`config.mk`:
```
export PLATFORM = sky130hd
export DESIGN_NAME = riscv_boot_loader_flat
export DESIGN_NICKNAME = d
export VERILOG_FILES = /design/src/rtl/riscv_boot_loader_if.sv /design/src/rtl/riscv_boot_loader.sv /design/src/flat_wrapper.sv
export SDC_FILE = /design/constraint.sdc
export NUM_CORES = 1
export LEC_CHECK = 0
export CAP_MARGIN = 20
export CORE_MARGIN = 5
export CORE_UTILIZATION = 55
export CTS_BUF_LIST = sky130_fd_sc_hd__clkbuf_2
export DETAILED_ROUTE_END_ITERATION = 6
export PLACE_DENSITY = 0.8
export SYNTH_ARGS = -nofsm -noshare
export SYNTH_HDL_FRONTEND = slang
export SYNTH_SLANG_ARGS = --single-unit
```
`constraint.sdc`:
```
create_clock -name clk -period 2.5 [get_ports clk]
set_input_delay 0.375 -clock clk [delete_from_list [all_inputs] [get_ports clk]]
set_output_delay 0.375 -clock clk [all_outputs]
set_load 0.01 [all_outputs]
```
`src/rtl/riscv_boot_loader_if.sv`:
```
// Byte-stream receive channel and instruction-memory write port of the boot loader.
// The loader side uses the slave modport; the program source / memory side uses master.
interface riscv_boot_loader_if #(
    parameter int ADDR_WIDTH = 8
);
    logic                  rx_valid;
    logic [7:0]            rx_data;
    logic                  rx_ready;
    logic                  imem_we;
    logic [ADDR_WIDTH-1:0] imem_addr;
    logic [31:0]           imem_wdata;

    modport master (
        output rx_valid,
        output rx_data,
        input  rx_ready,
        input  imem_we,
        input  imem_addr,
        input  imem_wdata
    );

    modport slave (
        input  rx_valid,
        input  rx_data,
        output rx_ready,
        output imem_we,
        output imem_addr,
        output imem_wdata
    );
endinterface

```
`src/rtl/riscv_boot_loader.sv`:
```
// Boot loader: receives a length-prefixed byte stream, packs little-endian words into
// instruction memory and holds the core in reset until the whole program is loaded.
module riscv_boot_loader #(
    parameter int ADDR_WIDTH = 8
) (
    input  logic                clk,
    input  logic                reset,
    riscv_boot_loader_if.slave  bus,
    input  logic                reload,
    output logic                core_reset,
    output logic                done,
    output logic                err
);

    typedef enum logic [2:0] {
        ST_LEN_LO,
        ST_LEN_HI,
        ST_DATA,
        ST_WRITE,
        ST_DONE,
        ST_ERR
    } state_t;

    // Capacity and comparisons are done in 17 bits so a full 16-bit length and
    // 2**ADDR_WIDTH words can both be represented without wrap-around.
    localparam logic [16:0]         CAPACITY = 17'd1 << ADDR_WIDTH;
    localparam logic [ADDR_WIDTH:0] WORD_ONE = (ADDR_WIDTH+1)'(1);

    state_t                state_q;
    state_t                state_d;

    logic [15:0]           len_q;
    logic [1:0]            byte_cnt_q;
    logic [ADDR_WIDTH:0]   word_cnt_q;
    logic [23:0]           word_q;

    logic                  accept;
    logic [15:0]           len_full;
    logic [ADDR_WIDTH:0]   word_cnt_inc;
    logic                  last_word;

    logic                  imem_we_d;
    logic                  core_reset_d;
    logic                  done_d;
    logic                  err_d;

    assign accept       = bus.rx_valid && bus.rx_ready;
    assign len_full     = {bus.rx_data, len_q[7:0]};
    assign word_cnt_inc = word_cnt_q + WORD_ONE;
    assign last_word    = (17'(word_cnt_inc) == {1'b0, len_q});

    // State register.
    always_ff @(posedge clk) begin
        if (reset) begin
            state_q <= ST_LEN_LO;
        end else begin
            state_q <= state_d;
        end
    end

    // Next-state logic.
    always_comb begin
        // NOTE: default first, so no path through the case leaves state_d unassigned
        // (which would infer a latch).
        state_d = state_q;
        unique case (state_q)
            ST_LEN_LO: begin
                if (accept) state_d = ST_LEN_HI;
            end
            ST_LEN_HI: begin
                if (accept) begin
                    if (len_full == 16'd0) begin
                        state_d = ST_DONE;
                    end else if ({1'b0, len_full} > CAPACITY) begin
                        state_d = ST_ERR;
                    end else begin
                        state_d = ST_DATA;
                    end
                end
            end
            ST_DATA: begin
                if (accept && byte_cnt_q == 2'd3) state_d = ST_WRITE;
            end
            ST_WRITE: begin
                state_d = last_word ? ST_DONE : ST_DATA;
            end
            ST_DONE, ST_ERR: begin
                if (reload) state_d = ST_LEN_LO;
            end
            default: state_d = ST_LEN_LO;
        endcase
    end

    // Output decode: rx_ready follows the current state; the status outputs and the
    // write strobe are derived from the next state so their registers line up with it.
    always_comb begin
        bus.rx_ready = (state_q == ST_LEN_LO) || (state_q == ST_LEN_HI) ||
                       (state_q == ST_DATA);
        imem_we_d    = (state_d == ST_WRITE);
        core_reset_d = (state_d != ST_DONE);
        done_d       = (state_d == ST_DONE);
        err_d        = (state_d == ST_ERR);
    end

    // Registered outputs and datapath.
    always_ff @(posedge clk) begin
        if (reset) begin
            len_q          <= '0;
            byte_cnt_q     <= '0;
            word_cnt_q     <= '0;
            word_q         <= '0;
            bus.imem_we    <= 1'b0;
            bus.imem_addr  <= '0;
            bus.imem_wdata <= '0;
            core_reset     <= 1'b1;
            done           <= 1'b0;
            err            <= 1'b0;
        end else begin
            bus.imem_we <= imem_we_d;
            core_reset  <= core_reset_d;
            done        <= done_d;
            err         <= err_d;

            unique case (state_q)
                ST_LEN_LO: begin
                    if (accept) len_q[7:0] <= bus.rx_data;
                end
                ST_LEN_HI: begin
                    if (accept) begin
                        len_q[15:8] <= bus.rx_data;
                        byte_cnt_q  <= '0;
                        word_cnt_q  <= '0;
                    end
                end
                ST_DATA: begin
                    if (accept) begin
                        byte_cnt_q <= byte_cnt_q + 2'd1;
                        unique case (byte_cnt_q)
                            2'd0: word_q[7:0]   <= bus.rx_data;
                            2'd1: word_q[15:8]  <= bus.rx_data;
                            2'd2: word_q[23:16] <= bus.rx_data;
                            default: begin
                                // The final byte goes straight into the write word.
                                bus.imem_addr  <= word_cnt_q[ADDR_WIDTH-1:0];
                                bus.imem_wdata <= {bus.rx_data, word_q};
                            end
                        endcase
                    end
                end
                ST_WRITE: begin
                    word_cnt_q <= word_cnt_inc;
                end
                ST_DONE, ST_ERR: begin
                    if (reload) begin
                        len_q      <= '0;
                        byte_cnt_q <= '0;
                        word_cnt_q <= '0;
                        word_q     <= '0;
                    end
                end
                default: ;
            endcase
        end
    end

endmodule
```
`src/flat_wrapper.sv`:
```
// flat-port wrapper written by rule: the top's interface ports become plain ports
module riscv_boot_loader_flat 
#(
    parameter int ADDR_WIDTH = 8
)
  (clk, reset, reload, core_reset, done, err, bus_rx_valid, bus_rx_data, bus_rx_ready, bus_imem_we, bus_imem_addr, bus_imem_wdata);
  riscv_boot_loader_if #(.ADDR_WIDTH(ADDR_WIDTH)) bus_i ();
  input  logic clk;
  input  logic reset;
  input  logic reload;
  output logic core_reset;
  output logic done;
  output logic err;
  input wire logic [$bits(bus_i.rx_valid)-1:0] bus_rx_valid;
  input wire logic [$bits(bus_i.rx_data)-1:0] bus_rx_data;
  output wire logic [$bits(bus_i.rx_ready)-1:0] bus_rx_ready;
  output wire logic [$bits(bus_i.imem_we)-1:0] bus_imem_we;
  output wire logic [$bits(bus_i.imem_addr)-1:0] bus_imem_addr;
  output wire logic [$bits(bus_i.imem_wdata)-1:0] bus_imem_wdata;
  assign bus_i.rx_valid = bus_rx_valid;
  assign bus_i.rx_data = bus_rx_data;
  assign bus_rx_ready = bus_i.rx_ready;
  assign bus_imem_we = bus_i.imem_we;
  assign bus_imem_addr = bus_i.imem_addr;
  assign bus_imem_wdata = bus_i.imem_wdata;
  riscv_boot_loader #(.ADDR_WIDTH(ADDR_WIDTH)) u_core (.clk(clk), .reset(reset), .bus(bus_i), .reload(reload), .core_reset(core_reset), .done(done), .err(err));
endmodule
```
### Signal wires on met4, run 1

Scale: 4 px per um. Supply wires on this layer in gray.
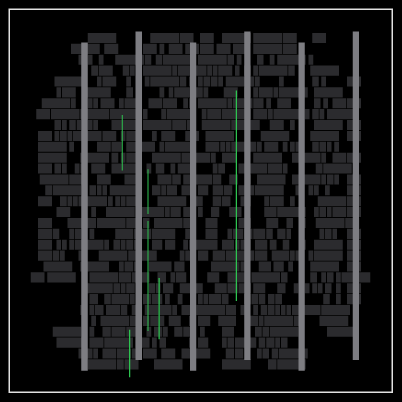
nets with wire on the layer: 3
share of all routed wire: 1.4%
wire length on this layer: 131 um
main direction: vertical
longest straight run: 52.4 um

### Track usage over the die, run 1

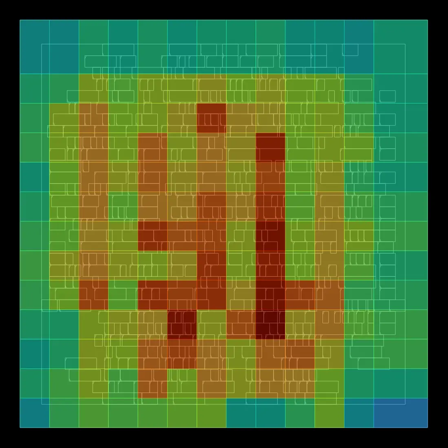
GRT Overall Usage: 0.2158
GRT busiest layer: met2
Routed wire per std cell: 14.68 um
Final Util: 0.6640

### The metal 3 layer, run 1

Scale: 6 px per um.
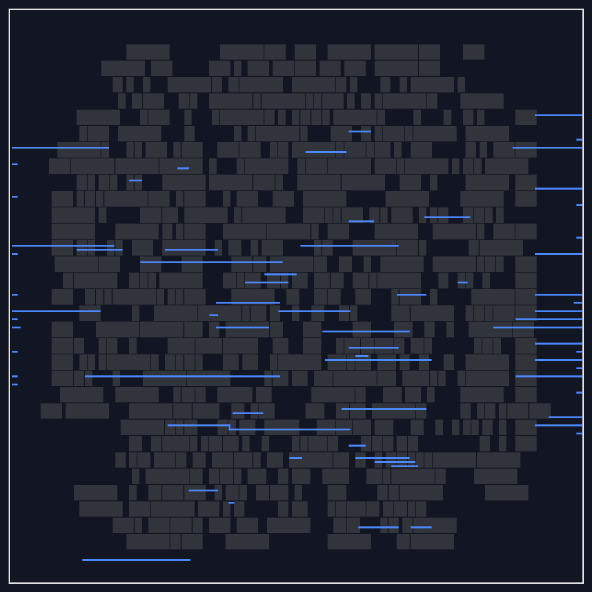
main direction: horizontal
wire length on this layer: 483 um
longest straight run: 32.2 um
share of all routed wire: 5.3%

==> results.py, run 1 <==
# Synthesis and PnR figures
metrics = {
    "global_route": {
        "antenna_found_initial": 0,
        "globalRouteMet3Util": 0.04578,
        "grt_use_met2": 0.3405,
        "grt_max_degree": 90,
    },
    "worst_setup_path": {
        "r2r_slack_ns": 0.29,
        "cpLargestDelayFamily": "flip-flops",
        "crit_path_start_kind": "flip-flop",
        "rr_endpoint": "u_core.core_reset",
        "crit_cells": 2,
        "slowest_delay_ns": 0.76,
        "critical_path.startpoint": "u_core.state_q[1]",
        "worstSetupEndpoint": "bus_rx_ready",
        "crit_buf_inv": 1,
        "crit_chain": "a21oi_1 > clkdlybuf4s50_1",
        "crit_path_end_kind": "output port",
        "cp_data_required_time_ns": 2.12,
    },
    "cts": {
        "cts_max_level": 3,
        "root_buffer": "clkbuf_2",
        "clockBufferDepth": 2,
        "cts_resized": 0,
        "cts-buffers-inserted": 9,
        "cts_tree": "done",
        "post_cts_buffers": 0,
        "clkLatencyLatePin_ns": 0.57,
        "hold_buffers": 0,
    },
    "status": {
        "status": "finished clean",
    },
    "final_layout": {
        "inv_count": 6,
        "comb_area_mm2": 0.001911,
        "largest_reg_flops": 32,
        "comb_share": 0.4010,
        "sh_seq_area": 0.4118,
        "fin_nets": 534,
        "layout-drive-gt1-share": 0.06142,
        "antenna_cells": 0,
        "signal_buffer_area_fraction": 0.1366,
        "clock_buffers": 9,
        "regArea_mm2": 0.001962,
        "final-clk-cell-share": 0.01996,
        "largest_registers": "u_core.bus.imem_wdata: 32 flops, u_core.word_q: 24 flops, u_core.len_q: 16 flops",
        "comb_cells": 337,
        "fin_cells": 620,
        "synthToLayoutAreaGrowth_pct": 18.78,
        "largest_cell_class": "sequential cells",
        "lay_top_count": "dfxtp_1",
        "nFillCells": 605,
        "signal_buffers": 65,
    },
    "placement": {
        "pre_cts_ws_ns": 0.1881,
        "gpl.final_weighted_congestion": 0.8789,
        "dp_hpwl_um": 6384,
    },
    "yosys": {
        "yosysCellCount": 470,
        "synthTopCellsByArea": "dfxtp_1, nand2_1, mux2i_1",
        "top_logic_kind": "simple AND/OR/NAND/NOR gates",
        "edf_count": 0,
        "yosysTopAreaCellShare": 0.4891,
        "ys_seq_share": 0.4891,
        "netlist_area_mm2": 0.004011,
        "top_area_cell": "dfxtp_1",
        "ys_sh_aoi": 0.1382,
        "ys_warn_count": 0,
        "syn_area_per_cell_um2": 8.535,
        "top_cell": "dfxtp_1",
        "synthAdderAreaFrac": 0.01560,
        "ff_type": "dfxtp_1",
        "xor_area_frac": 0.03057,
        "ys_chip_area_mm2": 0.004011,
        "ys_sh_simple": 0.2146,
        "fp_nets": 487,
    },
    "hold_path": {
        "hp-start": "u_core.word_q[15]",
        "holdPathStages": 2,
        "min_to": "u_core.bus.imem_wdata[15]",
    },
    "timing": {
        "rsz0062_at_grt": "no",
        "worstMarginPinSlew_ns": 0.6101,
        "fin_tns_setup_ns": 0,
        "timing.fmax_ghz": 0.4274,
        "finalClockSkew_ns": 0.04437,
        "fin_crit_ns": 2.340,
        "slew_headroom": 0.5918,
        "finalWorstSetupSlack_ns": 0.1602,
    },
    "power": {
        "power_density_mw_per_mm2": 529.8,
        "comb_power_uw": 235,
        "switching_share": 0.2741,
        "power.switching_uw": 691.8,
        "p_int_mw": 1.832,
        "ir_drop_uv": 254.2,
        "pg_seq_mw": 1.62,
        "p_comb_frac": 0.093,
        "power.total_mw": 2.524,
        "clockPowerShare": 0.265,
    },
    "route": {
        "vias": 3361,
        "routed_wl_um": 9102,
        "dr.pass1.iters": 5,
        "dr.max_layer_used": "met4",
        "first_iter_violations": 259,
        "routed_via_density": 5.421,
        "wl_met2_um": 4219,
        "met3_length_um": 482,
    },
    "floorplan": {
        "n_tap_cell": 99,
        "ios": 57,
        "die_area_mm2": 0.009101,
        "coreArea_mm2": 0.007176,
        "die_width_um": 95.40,
        "rows": 31,
    },
    "job": {
        "warning_count": 29,
        "maxCapViolations": 0,
    },
}
==> run 2: changes to the inputs <==
--- a/config.mk
+++ b/config.mk
@@ -7,10 +7,9 @@
 export LEC_CHECK = 0
 export CAP_MARGIN = 20
 export CORE_MARGIN = 5
-export CORE_UTILIZATION = 55
+export CORE_UTILIZATION = 40
 export CTS_BUF_LIST = sky130_fd_sc_hd__clkbuf_2
 export DETAILED_ROUTE_END_ITERATION = 6
-export PLACE_DENSITY = 0.8
 export SYNTH_ARGS = -nofsm -noshare
 export SYNTH_HDL_FRONTEND = slang
 export SYNTH_SLANG_ARGS = --single-unit
==> run 2 against run 1 <==
  * Worst hold slack got worse by 0.27 ns
  * Clock power grew 3.3%
  * Maximum frequency up 1.2%
  * Via count down 2.2%
  * Combinational power about the same
  * Die area is 33% higher
  * Count of clock-buffer cells in the layout stayed put
  * Sequential cell count is the same
  * Cell area is 1.5% higher
  * Sequential power barely moved
==> results.py, run 2 <==
# Synthesis and PnR figures
metrics = {
    "status": {
        "status": "finished clean",
    },
    "global_route": {
        "grt_use_met2": 0.2483,
        "top_usage_layer": "met2",
        "track_usage": 0.1606,
        "globalRouteMet3Util": 0.02970,
        "antenna_found_initial": 1,
    },
    "worst_setup_path": {
        "crit_buf_inv": 1,
        "crit_path_end_kind": "output port",
        "cpLargestDelayFamily": "flip-flops",
        "crit_chain": "a21oi_1 > clkdlybuf4s50_1",
        "arrival_ns": 1.94,
        "critical_path.startpoint": "u_core.state_q[1]",
        "rr_endpoint": "u_core.core_reset",
        "timing.rr.start": "u_core.word_cnt_q[0]",
        "r2r_slack_ns": 0.40,
        "crit_path_start_kind": "flip-flop",
        "worstSetupEndpoint": "bus_rx_ready",
        "cp_data_required_time_ns": 2.12,
        "slowest_delay_ns": 0.76,
    },
    "timing": {
        "worstMarginPinSlew_ns": 0.5936,
        "fin_crit_ns": 2.313,
        "slew_headroom": 0.6037,
        "fin_tns_setup_ns": 0,
        "timing.fmax_ghz": 0.4324,
        "finalClockSkew_ns": 0.01847,
    },
    "final_layout": {
        "largest_reg_flops": 32,
        "signal_buffer_area_fraction": 0.1402,
        "clock_buffers": 9,
        "inv_count": 6,
        "antenna_cells": 1,
        "sh_seq_area": 0.4055,
        "layout-drive-gt1-share": 0.07034,
        "nFillCells": 983,
        "fin_nets": 538,
        "signal_buffers": 69,
        "utilization": 0.4950,
        "final-clk-cell-share": 0.01991,
        "comb_area_mm2": 0.001911,
        "largest_registers": "u_core.bus.imem_wdata: 32 flops, u_core.word_q: 24 flops, u_core.len_q: 16 flops",
        "lay_top_count": "dfxtp_1",
    },
    "power": {
        "p_int_mw": 1.839,
        "clockPowerShare": 0.272,
        "power-top-group": "sequential cells",
        "power.switching_uw": 710.8,
        "pg_seq_mw": 1.62,
        "power_density_mw_per_mm2": 527.0,
        "switching_share": 0.2788,
        "power.total_mw": 2.550,
        "comb_power_uw": 238,
        "p_comb_frac": 0.093,
    },
    "job": {
        "maxCapViolations": 0,
        "warning_count": 29,
    },
    "route": {
        "wl_per_cell_um": 14.29,
        "dr.pass1.iters": 4,
        "vias": 3287,
        "dr.max_layer_used": "met4",
        "met3_length_um": 413,
        "routed_via_density": 4.980,
        "routed_wl_um": 9430,
        "first_iter_violations": 144,
        "wl_met2_um": 4259,
    },
    "hold_path": {
        "holdPathStages": 2,
        "min_to": "u_core.state_q[1]",
    },
    "cts": {
        "root_buffer": "clkbuf_2",
        "cts-buffers-inserted": 9,
        "clockBufferDepth": 2,
        "clkLatencyLatePin_ns": 0.54,
        "cts_tree": "done",
        "cts_max_level": 3,
        "cts_resized": 0,
        "post_cts_buffers": 0,
        "hold_buffers": 0,
    },
    "floorplan": {
        "ios": 57,
        "n_tap_cell": 133,
        "rows": 36,
    },
    "placement": {
        "gpl.final_weighted_congestion": 0.8619,
        "dp_hpwl_um": 6601,
        "pre_cts_ws_ns": 0.07800,
    },
    "yosys": {
        "ys_chip_area_mm2": 0.004011,
        "top_logic_kind": "simple AND/OR/NAND/NOR gates",
        "edf_count": 0,
        "top_cell": "dfxtp_1",
        "ff_type": "dfxtp_1",
        "top_area_cell": "dfxtp_1",
        "ys_seq_share": 0.4891,
        "yosysCellCount": 470,
        "ys_sh_simple": 0.2146,
        "syn_area_per_cell_um2": 8.535,
        "fp_nets": 487,
    },
}
### M2 wires, run 2

Scale: 4 px per um.
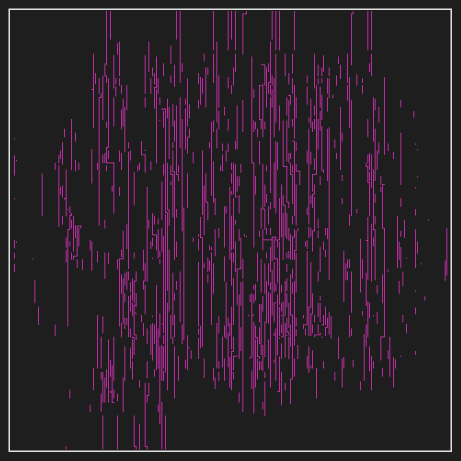
nets with wire on the layer: 418
share of all routed wire: 45%
wire length on this layer: 4260 um
longest straight run: 39.4 um
main direction: vertical

### Clock distribution, run 2

Scale: 2 px per um.
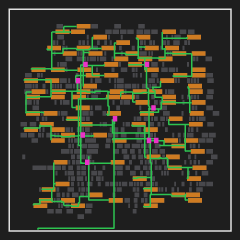
[clock drivers] magenta | count: 9
[flip-flops] orange | count: 98
[clock wires] green | length: 1130 um
routed clock nets: 10

Power figures rest on the tool's default switching activity, not on a simulated workload.
